## config.mk

```make
export PLATFORM = sky130hd
export DESIGN_NAME = exception_controller
export DESIGN_NICKNAME = d
export VERILOG_FILES = /design/src/rtl/exception_controller.sv
export SDC_FILE = /design/constraint.sdc
export NUM_CORES = 1
export LEC_CHECK = 0
export CAP_MARGIN = 20
export CORE_UTILIZATION = 41
export DETAILED_ROUTE_END_ITERATION = 16
export GPL_ROUTABILITY_DRIVEN = 0
export PLACE_DENSITY = 0.85
export REMOVE_ABC_BUFFERS = 1
export SLEW_MARGIN = 20
export SYNTH_ARGS = -nofsm -noshare
export SYNTH_HDL_FRONTEND = slang
export SYNTH_SLANG_ARGS = --single-unit
```

## constraint.sdc

```tcl
create_clock -name clk -period 3 [get_ports clk]
set_input_delay 0.6 -clock clk [delete_from_list [all_inputs] [get_ports clk]]
set_output_delay 0.6 -clock clk [all_outputs]
set_load 0.01 [all_outputs]
```

## src/rtl/exception_controller.sv

```systemverilog
// Exception detect/prioritise/redirect controller for the 16-bit datapath.
// Optional sticky cause log is enabled with `define EXC_STICKY_LOG_EN.
module exception_controller #(
    parameter int              INSTR_W       = 16,
    parameter int              ADDR_W        = 16,
    parameter int              NUM_EXT       = 4,
    parameter logic [15:0]     VALID_OP_MASK = 16'h9971,
    parameter logic [ADDR_W-1:0] VECTOR_BASE = 16'h0100,
    parameter int              CNT_W         = 8
) (
    input  logic               clk,
    input  logic               rst_n,
    input  logic               instr_valid,
    input  logic [INSTR_W-1:0] instr,
    input  logic [ADDR_W-1:0]  pc,
    input  logic               overflow,
    input  logic               ovf_en,
    input  logic [NUM_EXT-1:0] ext_exc,
    input  logic [NUM_EXT-1:0] ext_mask,
    input  logic               exc_return,
    input  logic               redirect_ready,
    input  logic               log_clr,
    output logic               exception_flag,
    output logic               flush,
    output logic               redirect_valid,
    output logic [ADDR_W-1:0]  redirect_addr,
    output logic [ADDR_W-1:0]  epc,
    output logic [3:0]         cause,
    output logic               halted,
    output logic [CNT_W-1:0]   exc_count,
    output logic [NUM_EXT+1:0] exc_log
);

    // Handshake: a redirect transfers on a clock edge where redirect_valid and
    // redirect_ready are both 1; redirect_valid/redirect_addr hold until then.
    typedef enum logic [2:0] {IDLE, FLUSH, VECTOR, HANDLER, HALT} state_t;

    state_t state, state_next;

    logic [3:0]         opcode;
    logic               ill, ovf;
    logic [NUM_EXT-1:0] ext;
    logic [NUM_EXT+1:0] raw;
    logic               any_det;
    logic [3:0]         raw_cause;

    logic               flag_next, flush_next, rv_next, halted_next;
    logic [ADDR_W-1:0]  addr_next, epc_next;
    logic [3:0]         cause_next;
    logic [CNT_W-1:0]   count_next;

    assign opcode  = instr[INSTR_W-1 -: 4];
    assign ill     = instr_valid & ~VALID_OP_MASK[opcode];
    assign ovf     = instr_valid & overflow & ovf_en;
    assign ext     = ext_exc & ext_mask;
    assign raw     = {ext, ovf, ill};
    assign any_det = |raw;

    // Lower-numbered cause wins; scanning ext downwards leaves the lowest index.
    always_comb begin
        raw_cause = 4'd0;
        for (int i = NUM_EXT - 1; i >= 0; i--) begin
            if (ext[i]) raw_cause = 4'(3 + i);
        end
        if (ovf) raw_cause = 4'd2;
        if (ill) raw_cause = 4'd1;
    end

    always_ff @(posedge clk) begin
        if (!rst_n) begin
            state          <= IDLE;
            exception_flag <= 1'b0;
            flush          <= 1'b0;
            redirect_valid <= 1'b0;
            redirect_addr  <= '0;
            epc            <= '0;
            cause          <= 4'd0;
            halted         <= 1'b0;
            exc_count      <= '0;
        end else begin
            state          <= state_next;
            exception_flag <= flag_next;
            flush          <= flush_next;
            redirect_valid <= rv_next;
            redirect_addr  <= addr_next;
            epc            <= epc_next;
            cause          <= cause_next;
            halted         <= halted_next;
            exc_count      <= count_next;
        end
    end

    always_comb begin
        state_next = state;
        case (state)
            IDLE:    if (any_det) state_next = FLUSH;
            FLUSH:   state_next = VECTOR;
            VECTOR:  if (redirect_valid && redirect_ready) state_next = HANDLER;
            HANDLER: begin
                if (any_det)         state_next = HALT;
                else if (exc_return) state_next = IDLE;
            end
            HALT:    state_next = HALT;
            default: state_next = IDLE;
        endcase
    end

    always_comb begin
        flag_next   = exception_flag;
        flush_next  = flush;
        rv_next     = redirect_valid;
        addr_next   = redirect_addr;
        epc_next    = epc;
        cause_next  = cause;
        halted_next = halted;
        count_next  = exc_count;
        case (state)
            IDLE: begin
                if (any_det) begin
                    epc_next   = pc;
                    cause_next = raw_cause;
                    flag_next  = 1'b1;
                    flush_next = 1'b1;
                    if (exc_count != '1) count_next = exc_count + CNT_W'(1);
                end
            end
            FLUSH: begin
                flush_next = 1'b0;
                rv_next    = 1'b1;
                addr_next  = VECTOR_BASE + ADDR_W'({cause, 2'b00});
            end
            VECTOR: if (redirect_valid && redirect_ready) rv_next = 1'b0;
            HANDLER: begin
                if (any_det)         halted_next = 1'b1;
                else if (exc_return) flag_next   = 1'b0;
            end
            default: ;
        endcase
    end

`ifdef EXC_STICKY_LOG_EN
    logic unused_instr;
    assign unused_instr = ^instr[INSTR_W-5:0];

    // A detect in the same cycle as log_clr still leaves its bit set.
    always_ff @(posedge clk) begin
        if (!rst_n) begin
            exc_log <= '0;
        end else if (state != HALT) begin
            exc_log <= (log_clr ? '0 : exc_log) | raw;
        end
    end
`else
    logic unused_inputs;
    assign unused_inputs = ^{instr[INSTR_W-5:0], log_clr};
    assign exc_log       = '0;
`endif

endmodule
```

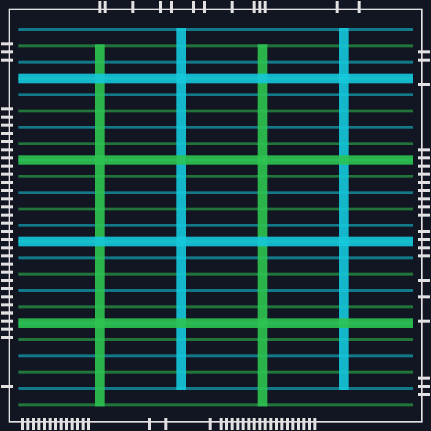
(images/pdn.png)
Drawn at 6 px/um. Pins as bars on the die edge.
colour	net
green	VSS
cyan	VDD
met1 rails	24
rows	23
signal pins	102
met5 straps	4
met4 straps	4

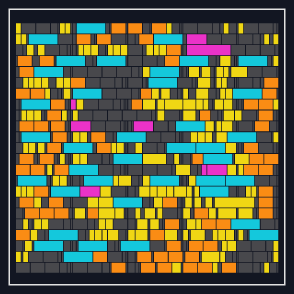
(images/cell_classes.png)
Drawn at 4 px/um. Fill, decap, tap and diode cells in grey.
colour	class	cells	share of their area
magenta	clock drivers and dummy loads	8	4.2%
cyan	flip-flops	38	30%
orange	other buffers and delay cells	74	29%
yellow	all other logic	164	37%

==> flow_summary.json <==
{
  "postCtsHoldBufs": 0,
  "fillers": 373,
  "cts_resized": 0,
  "io_buffer_count": 69,
  "fin_area_um2": 2580,
  "cts.htree.levels": 2,
  "period_used_pct": 86.0,
  "avgSynthCellArea_um2": 8.36,
  "end_kind": "flip-flop",
  "final_nets": 334,
  "cp-start-kind": "primary input",
  "path_buffers": 2,
  "yosys_area_um2": 1810,
  "layout_setup_ws_ns": 0.421,
  "status": "finished, final reports clean",
  "arrival_ns": 2.79,
  "dpl.hpwl_um": 3030,
  "rows": 23,
  "grt_max_degree": 36,
  "required_ns": 3.21,
  "gr-total-overflow": 0,
  "warnings": 39,
  "lay_top_count": "clkdlybuf4s50_1",
  "wl_per_cell_um": 12.2,
  "final_max_slew_viol_count": 0,
  "synth_area_um2": 1810,
  "die_w_um": 68.5,
  "viasPerCell": 5.10,
  "drt_iter0_markers": 86,
  "rsz0062_at_grt": "false",
  "final_hold_viol_count": 0,
  "ir_drop_mv": 0.368,
  "first_pass_iters": 5,
  "critical_path_class": "in -> reg",
  "period_minus_slack_ns": 2.58,
  "drive_above_1_share_pct": 5.99,
  "grt_pass1_wl_um": 6470
}
-- worst paths after layout --
check	endpoint	slack, ns	cells after the start
max reg2reg	exc_count[5]	1.18	5
min	epc[11]	0.47	2
min reg2reg	epc[11]	0.47	2
max	exc_count[5]	0.42	8
-- synth_stat cells, drive strengths merged --
master	number
o21ai	25
o2111ai	1
conb	1
inv	6
mux2i	3
a2111oi	1
o41ai	2
nand3	20
or3	2
nor2	11
a222oi	1
nand2b	3
nand2	23
nand4	3
nor3b	2
nand3b	1
o21a	4
nor4bb	1
or3b	1
ha	3
buf	22
nor3	2
a21oi	11
a31oi	1
o221a	1
dfxtp	38
o311ai	1
o31ai	3
a32oi	2
mux2	1
o31a	1
nand4b	1
nor2b	3
nor4	2
or4	3
clkbuf	11
-- routing by layer --
metal,part of all wire (%),vias up,wire length [um],global-route usage (%)
li1,-,861,-,-
met4,1.5,0,63,7.81
met1,44,772,1790,19.7
met5,0,-,0,0
met3,7.4,7,302,6.74
met2,47,65,1920,33.5
-- worst reg2reg max path, cell delays in order (launching register included) --
cell and delay (ns):
dfxtp_1 0.35, ha_1 0.23, nand3_1 0.17, o2111ai_1 0.28
or4_1 0.54, a21oi_1 0.17
-- logic make-up (layout without fill, tap and decap cells) --
group	count (synthesis)	count (layout)	synth area share (%)
AOI/OAI and AO/OA	54	54	19.4
and+or+nand+nor	78	78	21.6
buffers and inverters	39	88	12.5
DFF	38	38	41.9
other	1	19	0.207
adders and majority gates	3	3	2.07
muxes	4	4	2.28
-- metrics by stage --
stage	hold WS [ns]	total power, mW
after global placement	0.447	1.03
after detailed placement	0.466	1.04
after global routing	0.499	1.54
after CTS	0.476	1.47
after floorplan	0.493	0.803
final	0.473	1.46
-- registers in the layout (all words and copies together) (netlist names) --
register / count
epc: 16
exc_count: 8
redirect_addr: 4
cause: 3
state: 3
exception_flag: 1
flush: 1
halted: 1
redirect_valid: 1
-- final cells by class --
class / count / area, um^2 / share of cell area, %
Inverter: 6 / 22.5 / 0.872
Clock buffer: 7 / 76.3 / 2.96
Multi-Input combinational cell: 158 / 902 / 34.9
Tap cell: 50 / 62.6 / 2.42
Timing Repair Buffer: 74 / 728 / 28.2
Sequential cell: 38 / 761 / 29.5
Clock inverter: 1 / 30.0 / 1.16
-- power by group --
group          internal, mW  switching [mW]
Sequential            0.571          0.0489
Combinational         0.219           0.195
Clock                 0.249           0.175
Total                  1.04           0.418
Power is estimated from default activity; no workload was simulated.
